**config.mk**
```make
export PLATFORM = sky130hd
export DESIGN_NAME = level_sequencer
export DESIGN_NICKNAME = d
export VERILOG_FILES = /design/src/rtl/level_sequencer.sv
export SDC_FILE = /design/constraint.sdc
export NUM_CORES = 1
export LEC_CHECK = 0
export ABC_CLOCK_PERIOD_IN_PS = 4340
export CORE_ASPECT_RATIO = 1.25
export CORE_UTILIZATION = 56
export CTS_CLUSTER_DIAMETER = 30
export CTS_CLUSTER_SIZE = 28
export DETAILED_ROUTE_END_ITERATION = 8
export PLACE_DENSITY = 0.82
export RECOVER_POWER = 100
export SYNTH_ARGS = -nofsm -noshare
export SYNTH_HDL_FRONTEND = slang
export SYNTH_SLANG_ARGS = --single-unit
```
**constraint.sdc**
```tcl
create_clock -name clk -period 4.34 [get_ports clk]
set_input_delay 1.085 -clock clk [delete_from_list [all_inputs] [get_ports clk]]
set_output_delay 1.085 -clock clk [all_outputs]
set_load 0.05 [all_outputs]
```
**src/rtl/level_sequencer.sv**
```systemverilog
// Bopit level progression: scores hits, advances levels and steps difficulty incrementally.
// All outputs registered (one cycle after the causing input); no backpressure, pulses are sampled once.
module level_sequencer #(
  parameter int NUM_LEVELS  = 8,
  parameter int LVL_W       = 4,
  parameter int FREQ_W      = 29,
  parameter int BASE_FREQ   = 200000000,
  parameter int FREQ_STEP   = 50000000,
  parameter int MIN_FREQ    = 100000000,
  parameter int FREQ_EVERY  = 4,
  parameter int BASE_ELEM   = 5,
  parameter int ELEM_STEP   = 4,
  parameter int ELEM_EVERY  = 2,
  parameter int MAX_ELEM    = 13,
  parameter int BASE_MOVE   = 1,
  parameter int MOVE_EVERY  = 2,
  parameter int MAX_MOVE    = 4,
  parameter int PTS_PER_LVL = 8,
  parameter int MAX_MISSES  = 3,
  parameter int PAUSE_CYC   = 100000000,
  localparam int MISS_W     = $clog2(MAX_MISSES + 1)
) (
  input  logic              clk,
  input  logic              rst,
  input  logic              start,
  input  logic              hit,
  input  logic              miss,
  output logic [LVL_W-1:0]  level,
  output logic [31:0]       score,
  output logic [MISS_W-1:0] misses,
  output logic [FREQ_W-1:0] play_freq,
  output logic [3:0]        play_elements,
  output logic [2:0]        move_elements,
  output logic [31:0]       max_points,
  output logic              playing,
  output logic              level_up,
  output logic              win,
  output logic              game_over
);

  typedef enum logic [2:0] {S_IDLE, S_PLAY, S_LVLUP, S_WIN, S_OVER} state_t;

  localparam logic [LVL_W-1:0]  LVL_ONE    = LVL_W'(1);
  localparam logic [LVL_W-1:0]  LVL_LAST   = LVL_W'(NUM_LEVELS);
  localparam logic [FREQ_W-1:0] F_BASE     = FREQ_W'(BASE_FREQ);
  localparam logic [FREQ_W-1:0] F_STEP     = FREQ_W'(FREQ_STEP);
  localparam logic [FREQ_W-1:0] F_MIN      = FREQ_W'(MIN_FREQ);
  localparam logic [FREQ_W:0]   F_LIM      = (FREQ_W+1)'(MIN_FREQ + FREQ_STEP);
  localparam logic [3:0]        E_BASE     = 4'(BASE_ELEM);
  localparam logic [3:0]        E_MAX      = 4'(MAX_ELEM);
  localparam logic [2:0]        M_BASE     = 3'(BASE_MOVE);
  localparam logic [2:0]        M_MAX      = 3'(MAX_MOVE);
  localparam logic [31:0]       P_STEP     = 32'(PTS_PER_LVL);
  localparam logic [MISS_W-1:0] MISS_MAX   = MISS_W'(MAX_MISSES);
  localparam logic [31:0]       PAUSE_LOAD = 32'(PAUSE_CYC - 1);
  localparam logic [7:0]        F_LAST     = 8'(FREQ_EVERY - 1);
  localparam logic [7:0]        E_LAST     = 8'(ELEM_EVERY - 1);
  localparam logic [7:0]        M_LAST     = 8'(MOVE_EVERY - 1);
  // Move steps when the level itself is a multiple of MOVE_EVERY (L2, L4, ...),
  // while freq/elements step on (level-1) multiples, hence the different phase.
  localparam logic [7:0]        M_INIT     = 8'(1 % MOVE_EVERY);

  state_t              state_q, state_d;
  logic [LVL_W-1:0]    level_q, level_d;
  logic [31:0]         score_q, score_d;
  logic [MISS_W-1:0]   misses_q, misses_d;
  logic [FREQ_W-1:0]   freq_q, freq_d;
  logic [3:0]          elem_q, elem_d;
  logic [2:0]          move_q, move_d;
  logic [31:0]         pts_q, pts_d;
  logic [31:0]         pause_q, pause_d;
  logic [7:0]          fcnt_q, fcnt_d;
  logic [7:0]          ecnt_q, ecnt_d;
  logic [7:0]          mcnt_q, mcnt_d;
  logic                level_up_q, level_up_d;
  logic                playing_q, win_q, over_q;
  logic [7:0]          elem_sum, move_sum;

  always_comb begin
    state_d    = state_q;
    level_d    = level_q;
    score_d    = score_q;
    misses_d   = misses_q;
    freq_d     = freq_q;
    elem_d     = elem_q;
    move_d     = move_q;
    pts_d      = pts_q;
    pause_d    = pause_q;
    fcnt_d     = fcnt_q;
    ecnt_d     = ecnt_q;
    mcnt_d     = mcnt_q;
    level_up_d = 1'b0;
    elem_sum   = {4'b0, elem_q} + 8'(ELEM_STEP);
    move_sum   = {5'b0, move_q} + 8'd1;

    case (state_q)
      S_IDLE, S_WIN, S_OVER: begin
        if (start) begin
          state_d  = S_PLAY;
          level_d  = LVL_ONE;
          score_d  = '0;
          misses_d = '0;
          freq_d   = F_BASE;
          elem_d   = E_BASE;
          move_d   = M_BASE;
          pts_d    = P_STEP;
          fcnt_d   = '0;
          ecnt_d   = '0;
          mcnt_d   = M_INIT;
        end
      end
      S_PLAY: begin
        // A simultaneous miss takes priority and discards the hit.
        if (miss) begin
          misses_d = misses_q + MISS_W'(1);
          if (misses_d == MISS_MAX) state_d = S_OVER;
        end else if (hit) begin
          if (score_q + 32'd1 == pts_q) begin
            score_d = '0;
            if (level_q == LVL_LAST) begin
              state_d = S_WIN;
            end else begin
              state_d    = S_LVLUP;
              level_up_d = 1'b1;
              pause_d    = PAUSE_LOAD;
            end
          end else begin
            score_d = score_q + 32'd1;
          end
        end
      end
      S_LVLUP: begin
        if (pause_q == '0) begin
          state_d  = S_PLAY;
          level_d  = level_q + LVL_ONE;
          misses_d = '0;
          pts_d    = pts_q + P_STEP;
          if (fcnt_q == F_LAST) begin
            fcnt_d = '0;
            // Compare before subtracting so the floor clamp can never wrap.
            freq_d = ({1'b0, freq_q} < F_LIM) ? F_MIN : freq_q - F_STEP;
          end else begin
            fcnt_d = fcnt_q + 8'd1;
          end
          if (ecnt_q == E_LAST) begin
            ecnt_d = '0;
            elem_d = (elem_sum > 8'(MAX_ELEM)) ? E_MAX : elem_sum[3:0];
          end else begin
            ecnt_d = ecnt_q + 8'd1;
          end
          if (mcnt_q == M_LAST) begin
            mcnt_d = '0;
            move_d = (move_sum > 8'(MAX_MOVE)) ? M_MAX : move_sum[2:0];
          end else begin
            mcnt_d = mcnt_q + 8'd1;
          end
        end else begin
          pause_d = pause_q - 32'd1;
        end
      end
      default: state_d = S_IDLE;
    endcase
  end

  always_ff @(posedge clk) begin
    if (rst) begin
      state_q    <= S_IDLE;
      level_q    <= LVL_ONE;
      score_q    <= '0;
      misses_q   <= '0;
      freq_q     <= F_BASE;
      elem_q     <= E_BASE;
      move_q     <= M_BASE;
      pts_q      <= P_STEP;
      pause_q    <= '0;
      fcnt_q     <= '0;
      ecnt_q     <= '0;
      mcnt_q     <= M_INIT;
      level_up_q <= 1'b0;
      playing_q  <= 1'b0;
      win_q      <= 1'b0;
      over_q     <= 1'b0;
    end else begin
      state_q    <= state_d;
      level_q    <= level_d;
      score_q    <= score_d;
      misses_q   <= misses_d;
      freq_q     <= freq_d;
      elem_q     <= elem_d;
      move_q     <= move_d;
      pts_q      <= pts_d;
      pause_q    <= pause_d;
      fcnt_q     <= fcnt_d;
      ecnt_q     <= ecnt_d;
      mcnt_q     <= mcnt_d;
      level_up_q <= level_up_d;
      playing_q  <= (state_d == S_PLAY);
      win_q      <= (state_d == S_WIN);
      over_q     <= (state_d == S_OVER);
    end
  end

  assign level         = level_q;
  assign score         = score_q;
  assign misses        = misses_q;
  assign play_freq     = freq_q;
  assign play_elements = elem_q;
  assign move_elements = move_q;
  assign max_points    = pts_q;
  assign playing       = playing_q;
  assign level_up      = level_up_q;
  assign win           = win_q;
  assign game_over     = over_q;

endmodule

```
==> images/port_trees.png <==
Bar = 20 um.
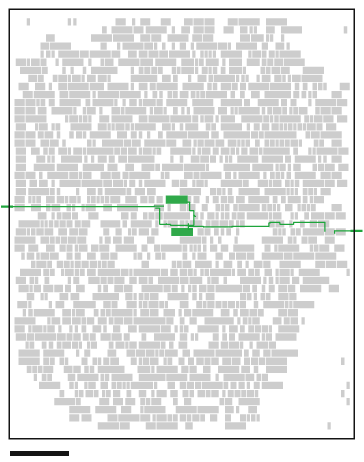
[green] misses | bits: 2 | direction: output | edge: 1 left, 1 right | end cells: 2 | buffers: 2 | wire: 144 um

==> images/congestion_map.png <==
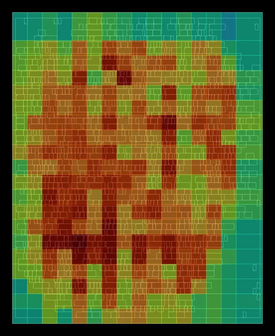
total global-route track usage: 30.69%
detailed-route wire length per cell: 17.10 um
met1 layer usage reported by global route: 34.75%
met3 layer usage reported by global route: 6.664%

==> images/m1.png <==
Bar = 20 um. Supply wires on this layer in gray.
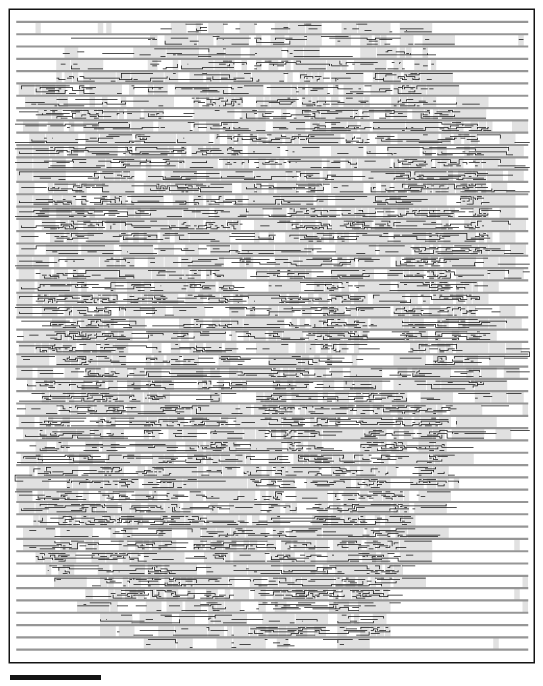
longest straight run: 32.7 um
nets with wire on the layer: 1,123
main direction: horizontal

==> images/ff_map.png <==
Bar = 20 um. Other sequential cells in the stronger gray, the rest of the logic in the fainter gray.
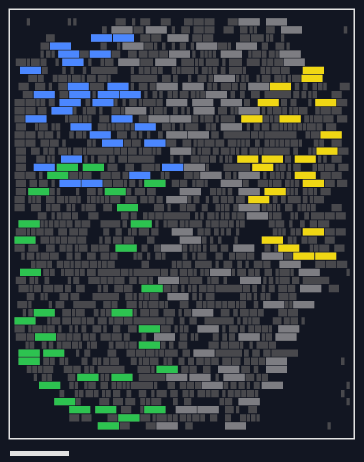
[green] score | flops: 32
[blue] max_points | flops: 29 | where: top left
[yellow] play_freq | flops: 22
not colored: 75

==> out/metrics.json <==
{
  "outcome": {"value": "complete, no violations"},
  "dr.pass1.iters": {"value": 6},
  "ys.flops": {"value": 158},
  "power_leader": {"value": "clock"},
  "yosysSeqAreaShare": {"value": 34.98, "unit": "%"},
  "wl": {"value": 24730, "unit": "um"},
  "fp-utilization": {"value": 57.60, "unit": "%"},
  "route.layer.met1.wl": {"value": 9966, "unit": "um"},
  "powerComb": {"value": 0.000312, "unit": "W"},
  "area_share_clock_buf_inv": {"value": 5.620, "unit": "%"},
  "ys_top_cells_by_area": {"value": "sky130_fd_sc_hd__dfxtp_1 35%, sky130_fd_sc_hd__xor2_1 6.4%, sky130_fd_sc_hd__nand2_1 5.3%, sky130_fd_sc_hd__nor2_1 5.1%, sky130_fd_sc_hd__nand3_1 4.0%"},
  "dpl.cell_count": {"value": 1414},
  "detail_route.iter0.violations": {"value": 677},
  "cts_post_setup_buffers_inserted": {"value": 0},
  "cts_buffers": {"value": 17},
  "seq-power": {"value": 0.00149, "unit": "W"},
  "finalSetupViolations": {"value": 0},
  "layout_top_cells_excl_fill_tap": {"value": "158 x sky130_fd_sc_hd__dfxtp_1, 128 x sky130_fd_sc_hd__nand2_1, 123 x sky130_fd_sc_hd__nor2_1, 100 x sky130_fd_sc_hd__dlygate4sd3_1, 72 x sky130_fd_sc_hd__nand3_1"},
  "drive_gt1_share": {"value": 6.483, "unit": "%"},
  "syn_inst": {"value": 1132},
  "grt_pass1_vias": {"value": 8227},
  "rows": {"value": 51},
  "cts.path.max_buffers": {"value": 2},
  "worst_hold_path_type": {"value": "reg -> reg"},
  "combinational_fraction_of_design_power": {"value": 9.3, "unit": "%"},
  "clock_insertion_delay_worst_skew": {"value": 0.44, "unit": "ns"},
  "wire_length_of_the_first_global_routing_pass": {"value": 40190, "unit": "um"},
  "cts_root_buffer": {"value": "sky130_fd_sc_hd__clkbuf_16"},
  "synth.top_cells.by_count": {"value": "158 x sky130_fd_sc_hd__dfxtp_1, 128 x sky130_fd_sc_hd__nand2_1, 124 x sky130_fd_sc_hd__nor2_1"},
  "min-delay-start": {"value": "fcnt_q[1]"},
  "ctsHoldBuffers": {"value": 0},
  "multi_input_comb_area": {"value": 5408, "unit": "um2"},
  "reg2reg_depth": {"value": 10},
  "seq_area": {"value": 3163, "unit": "um2"},
  "grt_remaining_overflow": {"value": 0}
}
[flip-flops by register name, indices dropped and copies added, names as in the netlist, 2 cells and up]
register / cells
pause_q: 32
score: 32
max_points: 29
play_freq: 22
ecnt_q: 8
fcnt_q: 8
mcnt_q: 8
level: 4
move_elements: 3
play_elements: 3
state_q: 3
misses: 2
[per-stage QoR]
| step | worst slack, ns | hold WS (ns) |
|---|---|---|
| 2_1_floorplan | 0.5826 | 0.4443 |
| 5_1_grt | 0.08397 | 0.5163 |
| 3_5_place_dp | 0.3555 | 0.4628 |
| 4_1_cts | 0.4156 | 0.4725 |
| 6_report | 0.3414 | 0.4707 |
| 3_3_place_gp | 0.3950 | 0.4550 |
Power figures rest on the tool's default switching activity, not on a simulated workload.
